==> src/rtl/cpu_types_pkg.sv <==
// Shared CPU type definitions: ALU opcode encoding used by the execute stage
// and by any block that borrows the ALU.
package cpu_types_pkg;

    typedef enum logic [3:0] {
        ALU_SLL  = 4'd0,
        ALU_SRL  = 4'd1,
        ALU_ADD  = 4'd2,
        ALU_SUB  = 4'd3,
        ALU_AND  = 4'd4,
        ALU_OR   = 4'd5,
        ALU_XOR  = 4'd6,
        ALU_NOR  = 4'd7,
        ALU_SLT  = 4'd8,
        ALU_SLTU = 4'd9
    } aluop_t;

endpackage

==> src/rtl/alu_mult_seq_if.sv <==
// Bundle between the sequential multiplier, the pipeline that requests a
// multiply, and the shared ALU the multiplier borrows.
//   slave  : the multiplier's view
//   master : the pipeline / ALU side
interface alu_mult_seq_if;
    import cpu_types_pkg::*;

    logic        start;
    logic [31:0] op_a;
    logic [31:0] op_b;
    logic        busy;
    logic        done;
    logic [31:0] result;
    aluop_t      alu_op;
    logic [31:0] alu_port_a;
    logic [31:0] alu_port_b;
    logic [31:0] alu_out;

    modport slave (
        input  start, op_a, op_b, alu_out,
        output busy, done, result, alu_op, alu_port_a, alu_port_b
    );

    modport master (
        output start, op_a, op_b, alu_out,
        input  busy, done, result, alu_op, alu_port_a, alu_port_b
    );

endinterface

==> src/rtl/alu_mult_seq.sv <==
// Shift-and-add multiplier controller. Produces the low 32 bits of a*b by
// issuing every accumulate (ALU_ADD) and multiplicand shift (ALU_SLL) to the
// shared combinational ALU and registering what comes back. A set multiplier
// bit costs a STEP (add) plus a SHIFT; a clear bit shifts directly in STEP.
module alu_mult_seq
    import cpu_types_pkg::*;
#(
    parameter bit EARLY_TERM = 1'b1
) (
    input  logic          CLK,
    input  logic          nRST,
    alu_mult_seq_if.slave bus
);

    typedef enum logic [1:0] {
        IDLE  = 2'd0,
        STEP  = 2'd1,
        SHIFT = 2'd2,
        DONE  = 2'd3
    } state_t;

    state_t      state_r;
    state_t      state_nxt_s;
    logic [31:0] acc_r;
    logic [31:0] mcand_r;
    logic [31:0] mplier_r;
    logic [31:0] result_r;
    logic [4:0]  cnt_r;
    logic        busy_r;
    logic        done_r;

    logic [31:0] acc_nxt_s;
    logic [31:0] mcand_nxt_s;
    logic [31:0] mplier_nxt_s;
    logic [4:0]  cnt_nxt_s;
    aluop_t      alu_op_s;
    logic [31:0] alu_a_s;
    logic [31:0] alu_b_s;
    logic [31:0] mplier_shr_s;
    logic        last_shift_s;

    // The shift about to happen is the last one if all 32 bits are done or,
    // with early termination, no set multiplier bits remain above it.
    always_comb begin
        mplier_shr_s = mplier_r >> 1;
        last_shift_s = (cnt_r == 5'd31) ||
                       ((EARLY_TERM == 1'b1) && (mplier_shr_s == 32'd0));
    end

    // Next-state and ALU request decode; the ALU is idle-parked at ADD 0+0.
    always_comb begin
        state_nxt_s  = state_r;
        acc_nxt_s    = acc_r;
        mcand_nxt_s  = mcand_r;
        mplier_nxt_s = mplier_r;
        cnt_nxt_s    = cnt_r;
        alu_op_s     = ALU_ADD;
        alu_a_s      = 32'd0;
        alu_b_s      = 32'd0;

        case (state_r)
            IDLE: begin
                if (bus.start) begin
                    acc_nxt_s    = 32'd0;
                    mcand_nxt_s  = bus.op_a;
                    mplier_nxt_s = bus.op_b;
                    cnt_nxt_s    = 5'd0;
                    if ((EARLY_TERM == 1'b1) && (bus.op_b == 32'd0)) begin
                        state_nxt_s = DONE;
                    end else begin
                        state_nxt_s = STEP;
                    end
                end else begin
                    state_nxt_s = IDLE;
                end
            end

            STEP: begin
                if (mplier_r[0]) begin
                    alu_op_s    = ALU_ADD;
                    alu_a_s     = acc_r;
                    alu_b_s     = mcand_r;
                    acc_nxt_s   = bus.alu_out;
                    state_nxt_s = SHIFT;
                end else begin
                    // Clear multiplier bit: nothing to add, shift right away.
                    alu_op_s     = ALU_SLL;
                    alu_a_s      = mcand_r;
                    alu_b_s      = 32'd1;
                    mcand_nxt_s  = bus.alu_out;
                    mplier_nxt_s = mplier_shr_s;
                    cnt_nxt_s    = cnt_r + 5'd1;
                    state_nxt_s  = last_shift_s ? DONE : STEP;
                end
            end

            SHIFT: begin
                alu_op_s     = ALU_SLL;
                alu_a_s      = mcand_r;
                alu_b_s      = 32'd1;
                mcand_nxt_s  = bus.alu_out;
                mplier_nxt_s = mplier_shr_s;
                cnt_nxt_s    = cnt_r + 5'd1;
                state_nxt_s  = last_shift_s ? DONE : STEP;
            end

            DONE: begin
                state_nxt_s = IDLE;
            end

            default: begin
                state_nxt_s = IDLE;
            end
        endcase
    end

    // State, datapath and output registers; synchronous active-low reset.
    always_ff @(posedge CLK) begin
        if (!nRST) begin
            state_r  <= IDLE;
            acc_r    <= 32'd0;
            mcand_r  <= 32'd0;
            mplier_r <= 32'd0;
            cnt_r    <= 5'd0;
            result_r <= 32'd0;
            busy_r   <= 1'b0;
            done_r   <= 1'b0;
        end else begin
            state_r  <= state_nxt_s;
            acc_r    <= acc_nxt_s;
            mcand_r  <= mcand_nxt_s;
            mplier_r <= mplier_nxt_s;
            cnt_r    <= cnt_nxt_s;
            busy_r   <= (state_nxt_s != IDLE);
            done_r   <= (state_nxt_s == DONE);
            // Capture the final accumulator as DONE is entered; held after.
            if ((state_nxt_s == DONE) && (state_r != DONE)) begin
                result_r <= acc_nxt_s;
            end else begin
                result_r <= result_r;
            end
        end
    end

    assign bus.busy       = busy_r;
    assign bus.done       = done_r;
    assign bus.result     = result_r;
    assign bus.alu_op     = alu_op_s;
    assign bus.alu_port_a = alu_a_s;
    assign bus.alu_port_b = alu_b_s;

endmodule

==> src/flat_wrapper.sv <==
// flat-port wrapper written by rule: the top's interface ports become plain ports
module alu_mult_seq_flat import cpu_types_pkg::*;
#(
    parameter bit EARLY_TERM = 1'b1
)
  (CLK, nRST, bus_start, bus_op_a, bus_op_b, bus_alu_out, bus_busy, bus_done, bus_result, bus_alu_op, bus_alu_port_a, bus_alu_port_b);
  alu_mult_seq_if bus_i ();
  input  logic CLK;
  input  logic nRST;
  input wire logic [$bits(bus_i.start)-1:0] bus_start;
  input wire logic [$bits(bus_i.op_a)-1:0] bus_op_a;
  input wire logic [$bits(bus_i.op_b)-1:0] bus_op_b;
  input wire logic [$bits(bus_i.alu_out)-1:0] bus_alu_out;
  output wire logic [$bits(bus_i.busy)-1:0] bus_busy;
  output wire logic [$bits(bus_i.done)-1:0] bus_done;
  output wire logic [$bits(bus_i.result)-1:0] bus_result;
  output wire logic [$bits(bus_i.alu_op)-1:0] bus_alu_op;
  output wire logic [$bits(bus_i.alu_port_a)-1:0] bus_alu_port_a;
  output wire logic [$bits(bus_i.alu_port_b)-1:0] bus_alu_port_b;
  assign bus_i.start = bus_start;
  assign bus_i.op_a = bus_op_a;
  assign bus_i.op_b = bus_op_b;
  assign bus_i.alu_out = bus_alu_out;
  assign bus_busy = bus_i.busy;
  assign bus_done = bus_i.done;
  assign bus_result = bus_i.result;
  assign bus_alu_op = bus_i.alu_op;
  assign bus_alu_port_a = bus_i.alu_port_a;
  assign bus_alu_port_b = bus_i.alu_port_b;
  alu_mult_seq #(.EARLY_TERM(EARLY_TERM)) u_core (.CLK(CLK), .nRST(nRST), .bus(bus_i));
endmodule
==> config.mk <==
export PLATFORM = sky130hd
export DESIGN_NAME = alu_mult_seq_flat
export DESIGN_NICKNAME = d
export VERILOG_FILES = /design/src/rtl/cpu_types_pkg.sv /design/src/rtl/alu_mult_seq_if.sv /design/src/rtl/alu_mult_seq.sv /design/src/flat_wrapper.sv
export SDC_FILE = /design/constraint.sdc
export NUM_CORES = 1
export LEC_CHECK = 0
export CAP_MARGIN = 20
export CORE_AREA = 2 2 119 121
export CTS_CLUSTER_SIZE = 30
export DETAILED_ROUTE_END_ITERATION = 8
export DIE_AREA = 0 0 121 123
export PLACE_DENSITY = 0.92
export RECOVER_POWER = 50
export SYNTH_ARGS = -nofsm -noshare
export SYNTH_HDL_FRONTEND = slang
export SYNTH_SLANG_ARGS = --single-unit
==> constraint.sdc <==
create_clock -name CLK -period 5.37 [get_ports CLK]
set_input_delay 1.611 -clock CLK [delete_from_list [all_inputs] [get_ports CLK]]
set_output_delay 1.611 -clock CLK [all_outputs]
set_load 0.03 [all_outputs]
==> impl_metrics.py, run 1 <==
# Metrics from the implementation run
metrics = {
    "run_status": {
        "status": "finished with violations",
        "violations": "capacitance limit, slew limit",
    },
    "hold_path": {
        "min_to": "u_core.cnt_r[4]",
        "whs_path_depth": 2,
        "holdCritPathClass": "flip-flop to flip-flop",
    },
    "placement": {
        "portBuffers": 197,
    },
    "synthesis": {
        "edf_count": 0,
        "syn_area_um2": 6979,
        "syn_inst": 724,
        "netlist.top_cell.by_area": "dfxtp_1",
        "ys_warn_count": 0,
        "ys_ff": 137,
        "postSynthSeqShare": 0.3930,
        "ys_cells": 724,
        "async_flop_share": 0,
        "synth_area_per_cell_um2": 9.640,
    },
    "clocking": {
        "postCtsSetupBuffers": 0,
        "cts.path.max_buffers": 2,
        "cts_resized": 0,
        "clkTransAtPathRegs_ns": 0.05,
    },
    "sta": {
        "drv_slew": 126,
        "setup_viol": 0,
        "worst_slack_ns": 0.6239,
        "finalHoldViolations": 0,
        "skew_ns": 0.006694,
        "tns_ns": 0,
    },
    "drt": {
        "dr.pass1.iters": 5,
        "vias": 6461,
        "drt_wl_total_um": 20070,
        "drc": 0,
        "wl_per_cell_um": 18.91,
    },
    "power_and_ir_drop": {
        "static-leakage-power_uw": 0.003355,
    },
    "flow_run": {
        "drv_cap": 3,
    },
    "setup_path": {
        "worst_setup_path_end_kind": "flip-flop",
        "reg2regPathDepth": 6,
        "r2r-start": "u_core.state_r[1]",
        "setup.worst_path.start_class": "primary input",
        "cp.required_ns": 5.69,
        "worstSetupPathType": "primary input to flip-flop",
        "cp_max_fo": 80,
        "r2r-end": "u_core.bus.result[25]",
    },
    "global_routing": {
        "grt_pass1_vias": 6074,
        "grt_max_degree": 81,
        "grt-ovfl-total": 0,
    },
    "floorplanning": {
        "initCoreUtil": 0.5127,
        "die_area_um2": 14880,
        "fp-row-count": 43,
        "core_area_um2": 13610,
    },
    "layout": {
        "antenna_cells": 0,
        "area_delta_synth_final_pct": 35.84,
    },
}
==> run 1: registers in the layout, indices dropped and copies added, names as in the netlist <==
register,cells
u_core.acc_r,32
u_core.bus.result,32
u_core.mplier_r,32
u_core.cnt_r,5
u_core.bus.busy,1
u_core.state_r,2
u_core.mcand_r,32
u_core.bus.done,1
==> run 1: stage by stage <==
stage            util  cells
4_1_cts        0.6981   1061
6_report       0.6965   1061
5_1_grt        0.6965   1061
3_5_place_dp   0.6574   1032
3_3_place_gp   0.6574   1032
2_1_floorplan       -    726
==> run 1: power by group <==
part,internal [uW],total (uW),switching (uW)
Combinational,196,452,256
Clock,712,1110,399
Sequential,1070,1120,46.2
Total,1980,2680,701
==> run 1: logic make-up after synthesis <==
logic type | Yosys count | synth area share
flops | 137 | 0.3930
compound gates | 242 | 0.3191
mux | 33 | 0.04751
simple gates | 215 | 0.1669
buf+inv | 90 | 0.06221
fa+ha+maj | 6 | 0.01076
other cells | 1 | 0.0005373
==> run 1: how the worst max path moves through the flow <==
stage	start	end	slack, ns	depth (start not counted)
6_report	nRST	u_core.mcand_r[18]	0.62	4
5_1_grt	bus_start	u_core.bus.result[20]	0.35	7
4_1_cts	u_core.state_r[1]	bus_alu_port_b[6]	0.68	5
3_5_place_dp	u_core.state_r[1]	bus_alu_port_b[6]	1.12	5
3_3_place_gp	u_core.state_r[1]	bus_alu_port_b[6]	1.21	5
2_1_floorplan	u_core.state_r[1]	bus_alu_port_a[0]	1.63	9
==> run 1: placed cells by master, fill, tap and decap left out, types with 2 or more instances in the layout <==
cell type and count:
clkbuf_1 8, nor2_1 100, clkbuf_8 3, ha_1 5, a211oi_1 36, nor4_2 3
a21oi_1 7, nor2b_1 3, a211oi_2 60, clkdlybuf4s50_1 161, dlygate4sd3_1 36, o21ai_0 5
nand4_1 2, mux2i_1 32, conb_1 3, bufinv_16 2, inv_1 4, nor4_1 11
dfxtp_1 137, nor3b_1 30, nor3_1 2, nand3_1 5, buf_4 9, nand2_1 10
clkbuf_16 17, buf_12 2, nor3_4 2, a22oi_1 32, and2_1 33, nand2b_1 2
a22o_1 31, a221oi_1 62
==> run 1: area by class of cell <==
cell class | instances | area share
Timing Repair Buffer | 211 | 0.2207
Sequential cell | 137 | 0.2893
Inverter | 5 | 0.002112
Multi-Input combinational cell | 499 | 0.4057
Clock buffer | 26 | 0.05160
Clock inverter | 3 | 0.006863
Tap cell | 180 | 0.02376
==> run 1: worst max-delay path, stage by stage <==
cell and delay, ns:
dlygate4sd3_1 0.63, clkinvlp_2 1.69, buf_12 0.81, a211oi_1 0.25
==> run 1: layer usage <==
layer	track usage	wire length [um]	vias to the layer above
met5	0	0	-
met4	0.1017	437	0
met3	0.04982	1133	28
met2	0.4491	9962	223
met1	0.3407	8531	3141
li1	-	-	3069
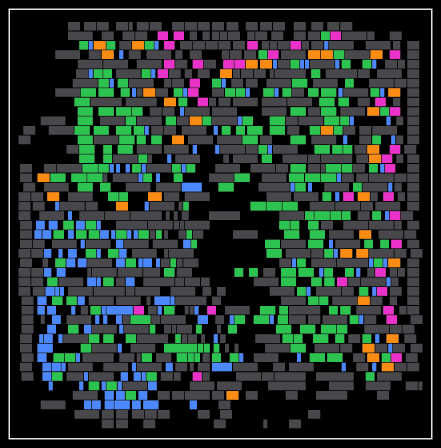
**Above:** run 1 (gate families picked out).
[green] inverting AOI/OAI gates | cells: 208 | most used: a221oi_1
[orange] multiplexers | cells: 33 | most used: mux2i_1 | where: spread over the die
[magenta] AND-OR and OR-AND gates | cells: 34 | most used: a22o_1
[blue] NOR gates | cells: 154 | most used: nor2_1 | where: spread over the die
logic share of the area: 0.4057
Final Instance Count excl. Fillers: 1061

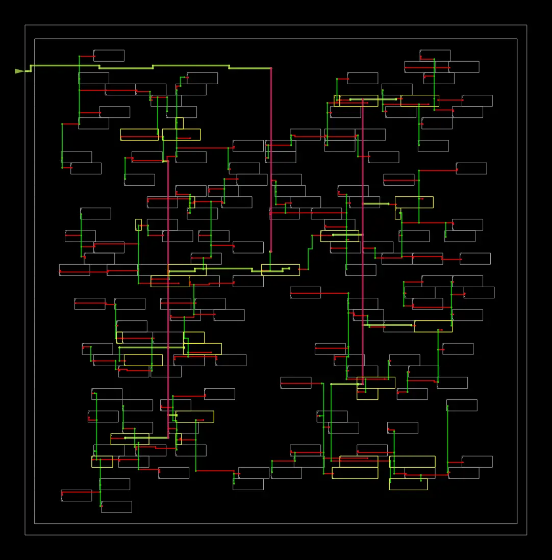
**Above:** run 1 (clock routing).
clock latency on the worst-skew pair: 0.41 ns
CTS sink count: 137
Clock Power: 1110 uW
Num CTS Buffers: 17

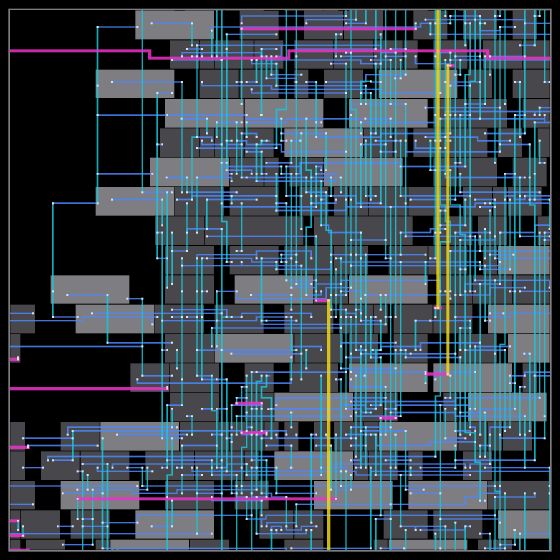
**Above:** run 1 (zoomed window).
Region (5, 67) to (55, 117) um. Cells in grey, sequential cells in the stronger grey; small squares are vias.
[cyan] metal 2
[blue] metal 1
[yellow] metal 4
[magenta] metal 3
most frequent: dfxtp_1 (30), a211oi_2 (20)
sequential cells in the window: 30
netlist names of flops here include: u_core.acc_r (10), u_core.bus.result (10), u_core.mcand_r (9)
cells with their middle in the window: 151

**Run 1: PDN straps and rails**

Pins as bars on the die edge.
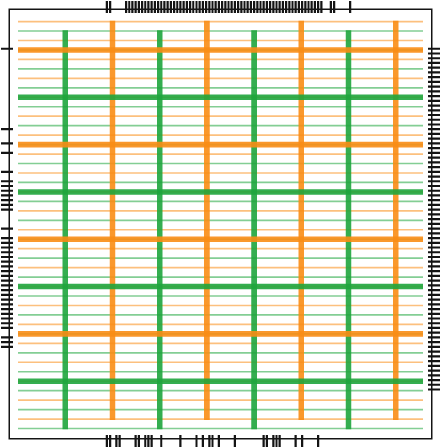

==> run 1 -> run 2 <==
CORE_AREA = 2 2 122 124   (was 2 2 119 121)
DIE_AREA = 0 0 124 126   (was 0 0 121 123)
PLACE_DENSITY = 0.88   (was 0.92)
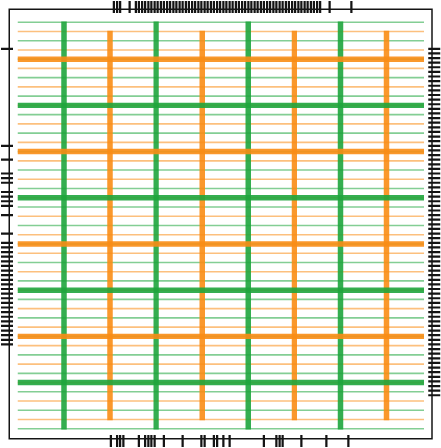
**Above:** run 2 (PDN straps and rails).
Pins as bars on the die edge.
[green] VSS
[orange] VDD
met5 straps: 8
signal pins: 201
met4 straps: 8
met1 rails: 45
rows: 44
Chip Height: 126 um
worst IR drop on VDD: 0.2203 mV
core box area: 14310 um2

==> run 2 against run 1 <==
  * The run still ends with capacitance limit, slew limit left
  * Non-clock buffer count grew 2
  * First-iteration DRC count shrank 7.3%
  * Design area grew 0.83%
  * Hold slack gained 0.011 ns
  * Setup slack lost 0.066 ns
  * Clock power grew about 10%
  * Clock-buffer cell count shrank 4
  * Critical path depth grew 1
  * Die size grew 5.0%
  * Total power grew 4.6%
  * Core utilization shrank 2.9 points
  * Fmax shrank 1.4%
  * Largest cell class unchanged
  * Largest power group is now clock
==> impl_metrics.py, run 2 <==
# Metrics from the implementation run
metrics = {
    "run_status": {
        "status": "finished with violations",
        "violations": "capacitance limit, slew limit",
    },
    "synthesis": {
        "mux_share": 0.04751,
        "async_flop_share": 0,
    },
    "hold_path": {
        "holdCritPathClass": "flip-flop to flip-flop",
    },
    "setup_path": {
        "crit_start": "u_core.state_r[0]",
        "crit_path_max_incr_delay_ns": 0.85,
        "worstSetupPathType": "flip-flop to primary output",
    },
    "layout": {
        "layout_top_cells": "161 x clkdlybuf4s50_1, 137 x dfxtp_1, 100 x nor2_1",
        "antenna_cells": 0,
    },
    "sta": {
        "drv_slew": 128,
        "worst_slack_ns": 0.5582,
        "skew_ns": 0.006754,
    },
    "floorplanning": {
        "die_area_um2": 15620,
        "initCoreUtil": 0.4876,
    },
    "flow_run": {
        "drv_cap": 3,
    },
    "drt": {
        "wl_per_cell_um": 18.99,
        "dr.pass1.iters": 6,
        "wl_met3_um": 1445,
        "met1Wirelength_um": 8427,
    },
}
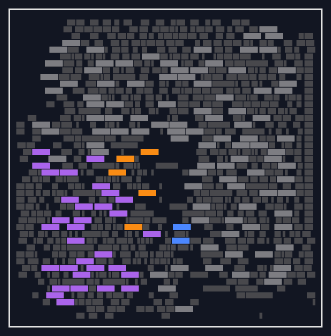
**Above:** run 2 (where the registers sit).
[orange] u_core.cnt_r | sequential cells: 5 | where: centre
[purple] u_core.mplier_r | sequential cells: 32
[blue] u_core.state_r | sequential cells: 2
not coloured: 98
Seq. pwr: 1120 uW
Seq area share: 0.2869

[run 2: cell counts after synthesis]
Identical to the previous run, type by type.
[run 2: worst max-delay path: cells and delay by family (launching register included)]
family | cells | cell delay [ns]
and+or+nand+nor | 1 | 0.85
buffers and inverters | 2 | 0.80
adders and majority gates | 1 | 0.49
DFF | 1 | 0.36
AOI/OAI and AO/OA | 1 | 0.24
[run 2: power breakdown]
group / switching, uW / leakage, uW / internal [uW]
clock: 425 / 0.000310 / 807
combinational: 257 / 0.00197 / 197
sequential: 45.9 / 0.00112 / 1070
total: 728 / 0.00340 / 2080
[run 2: final timing paths]
check / endpoint / slack, ns / depth (start not counted)
worst min-delay path: u_core.cnt_r[3] / 0.47 / 2
worst max register to register: u_core.bus.result[12] / 1.13 / 6
worst max-delay path: bus_alu_port_a[30] / 0.56 / 5
worst min register to register: u_core.cnt_r[3] / 0.47 / 2
[run 2: cells by family after synthesis]
kind of cell    after synthesis
compound gates              242
other cells                   1
flops                       137
mux                          33
simple gates                215
fa+ha+maj                     6
buf+inv                      90
[run 2: final cells by class]
class                      instances  area, um2  area share
clock buffer                      22      474.2     0.04961
clock inverter                     9      145.1     0.01518
inverter                           5      18.77    0.001963
multi-input combinational        499       3846      0.4024
sequential                       137       2743      0.2869
tap                              184      230.2     0.02408
timing repair buffer             213       2102      0.2199
[run 2: stage by stage]
stage / cells / hold WS (ns) / util / power, uW / area [um2]
floorplan: 726 / 0.4362 / - / 1419 / 6987
global placement: 1038 / 0.4415 / 0.6266 / 1582 / 8969
detailed placement: 1038 / 0.4577 / 0.6266 / 1592 / 8969
CTS: 1069 / 0.4724 / 0.6698 / 2815 / 9588
global route: 1069 / 0.4954 / 0.6678 / 2896 / 9559
finish: 1069 / 0.4735 / 0.6678 / 2804 / 9559
[run 2: per-layer routing]
metal  track usage  vias to the layer above
met5             0                        -
met1        0.3082                     3134
li1              -                     3073
met4       0.09451                        0
met2        0.4328                      269
met3       0.06024                       44
==> run 2 -> run 3 <==
HOLD_SLACK_MARGIN = 0.12   (was unset)
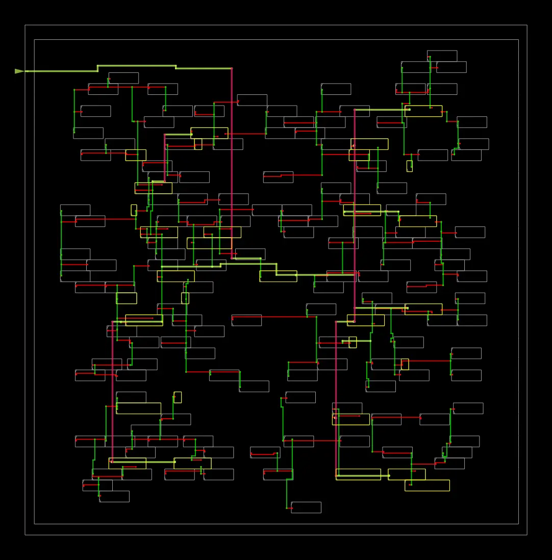
**Above:** run 3 (clock routing).
Clock Power: 1230 uW
clock latency on the worst-skew pair: 0.42 ns
seq_cells: 137
# clk buffers: 22

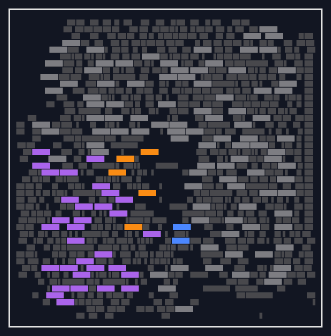
**Above:** run 3 (where the registers sit).
[blue] u_core.state_r | sequential cells: 2
[purple] u_core.mplier_r | sequential cells: 32
[orange] u_core.cnt_r | sequential cells: 5 | where: centre
not coloured: 98
Reg area: 2743 um2
final core occ: 0.6678

==> run 3 against run 2 <==
  * The flow still finishes with violations (capacitance limit, slew limit)
  * Setup slack unchanged
  * Synthesized cell count unchanged
  * Core utilization unchanged
  * First-iteration DRC count unchanged
  * Total power unchanged
  * Combinational power about the same
  * Sequential power about the same
  * Routed wire length unchanged
  * Flip-flop count unchanged
  * Hold slack unchanged
  * Critical path type unchanged
  * Critical endpoint unchanged
  * Largest power group unchanged
  * Highest routed layer unchanged
==> impl_metrics.py, run 3 <==
# Metrics from the implementation run
metrics = {
    "clocking": {
        "postCtsSetupBuffers": 0,
        "cts_num_sinks": 137,
        "clkTransAtPathRegs_ns": 0.06,
        "cts.path.max_buffers": 2,
    },
    "sta": {
        "drv_slew": 128,
        "tns_ns": 0,
        "worst_slack_ns": 0.5582,
        "skew_ns": 0.006754,
    },
    "global_routing": {
        "grt_use_met1": 0.3082,
    },
    "layout": {
        "stdcell_area_um2": 9559,
        "layout_top_cells": "161 x clkdlybuf4s50_1, 137 x dfxtp_1, 100 x nor2_1",
        "area_delta_synth_final_pct": 36.97,
        "antenna_cells": 0,
        "layout_top_cell": "clkdlybuf4s50_1",
    },
    "setup_path": {
        "cp_max_fo": 62,
        "setup.worst_path.start_class": "flip-flop",
        "worstSetupPathType": "flip-flop to primary output",
    },
    "drt": {
        "drt_wl_total_um": 20300,
        "vias": 6520,
        "wl_per_cell_um": 18.99,
    },
    "flow_run": {
        "drv_cap": 3,
    },
    "power_and_ir_drop": {
        "peakVddDrop_mv": 0.2203,
        "static-leakage-power_uw": 0.003403,
    },
    "run_status": {
        "status": "finished with violations",
        "violations": "capacitance limit, slew limit",
    },
    "floorplanning": {
        "die_area_um2": 15620,
        "fp-row-count": 44,
    },
    "synthesis": {
        "async_flop_share": 0,
        "synth_area_per_cell_um2": 9.640,
        "postSynthSeqShare": 0.3930,
        "ys_ff": 137,
    },
    "hold_path": {
        "holdCritPathClass": "flip-flop to flip-flop",
    },
    "placement": {
        "portBuffers": 197,
    },
}
run 3: cell counts in the layout (fill, tap and decap cells not counted):
No cell type changed its count.
run 3: metrics by stage:
stage,hold WS (ns),std cells,util
2_1_floorplan,0.4362,726,-
3_3_place_gp,0.4415,1038,0.6266
3_5_place_dp,0.4577,1038,0.6266
4_1_cts,0.4724,1069,0.6698
5_1_grt,0.4954,1069,0.6678
6_report,0.4735,1069,0.6678
run 3: final cells by class:
class | instances | area share
clock inverter | 9 | 0.01518
timing repair buffer | 213 | 0.2199
tap | 184 | 0.02408
inverter | 5 | 0.001963
multi-input combinational | 499 | 0.4024
sequential | 137 | 0.2869
clock buffer | 22 | 0.04961
run 3: cells by family (layout without fill, tap and decap cells):
| family | Yosys count | in the layout | synth area share |
|---|---|---|---|
| and+or+nand+nor | 215 | 215 | 0.1669 |
| adders and majority gates | 6 | 6 | 0.01076 |
| DFF | 137 | 137 | 0.3930 |
| buffers and inverters | 90 | 249 | 0.06221 |
| muxes | 33 | 33 | 0.04751 |
| other | 1 | 3 | 0.0005373 |
| AOI/OAI and AO/OA | 242 | 242 | 0.3191 |
run 3: metal layers:
metal / share of wire / up-vias
met4: 0.024 / 0
li1: - / 3073
met2: 0.49 / 269
met3: 0.071 / 44
met5: 0 / -
met1: 0.42 / 3134
run 3: path summary, 6_finish.rpt:
| kind | cells after the start | startpoint | end | slack, ns |
|---|---|---|---|---|
| worst max register to register | 6 | u_core.state_r[1] | u_core.bus.result[12] | 1.13 |
| worst max-delay path | 5 | u_core.state_r[0] | bus_alu_port_a[30] | 0.56 |
| worst min-delay path | 2 | u_core.cnt_r[3] | u_core.cnt_r[3] | 0.47 |
| worst min register to register | 2 | u_core.cnt_r[3] | u_core.cnt_r[3] | 0.47 |
run 3: where the power goes:
part / internal, uW / switching, uW
clock: 807 / 425
sequential: 1070 / 45.9
combinational: 197 / 257
total: 2080 / 728
run 3: critical path: stages, from the launching register on:
cell	delay, ns
dfxtp_1	0.36
inv_1	0.10
ha_4	0.49
and3_2	0.85
a22o_1	0.24
clkdlybuf4s50_1	0.70
Power figures rest on the tool's default switching activity, not on a simulated workload.
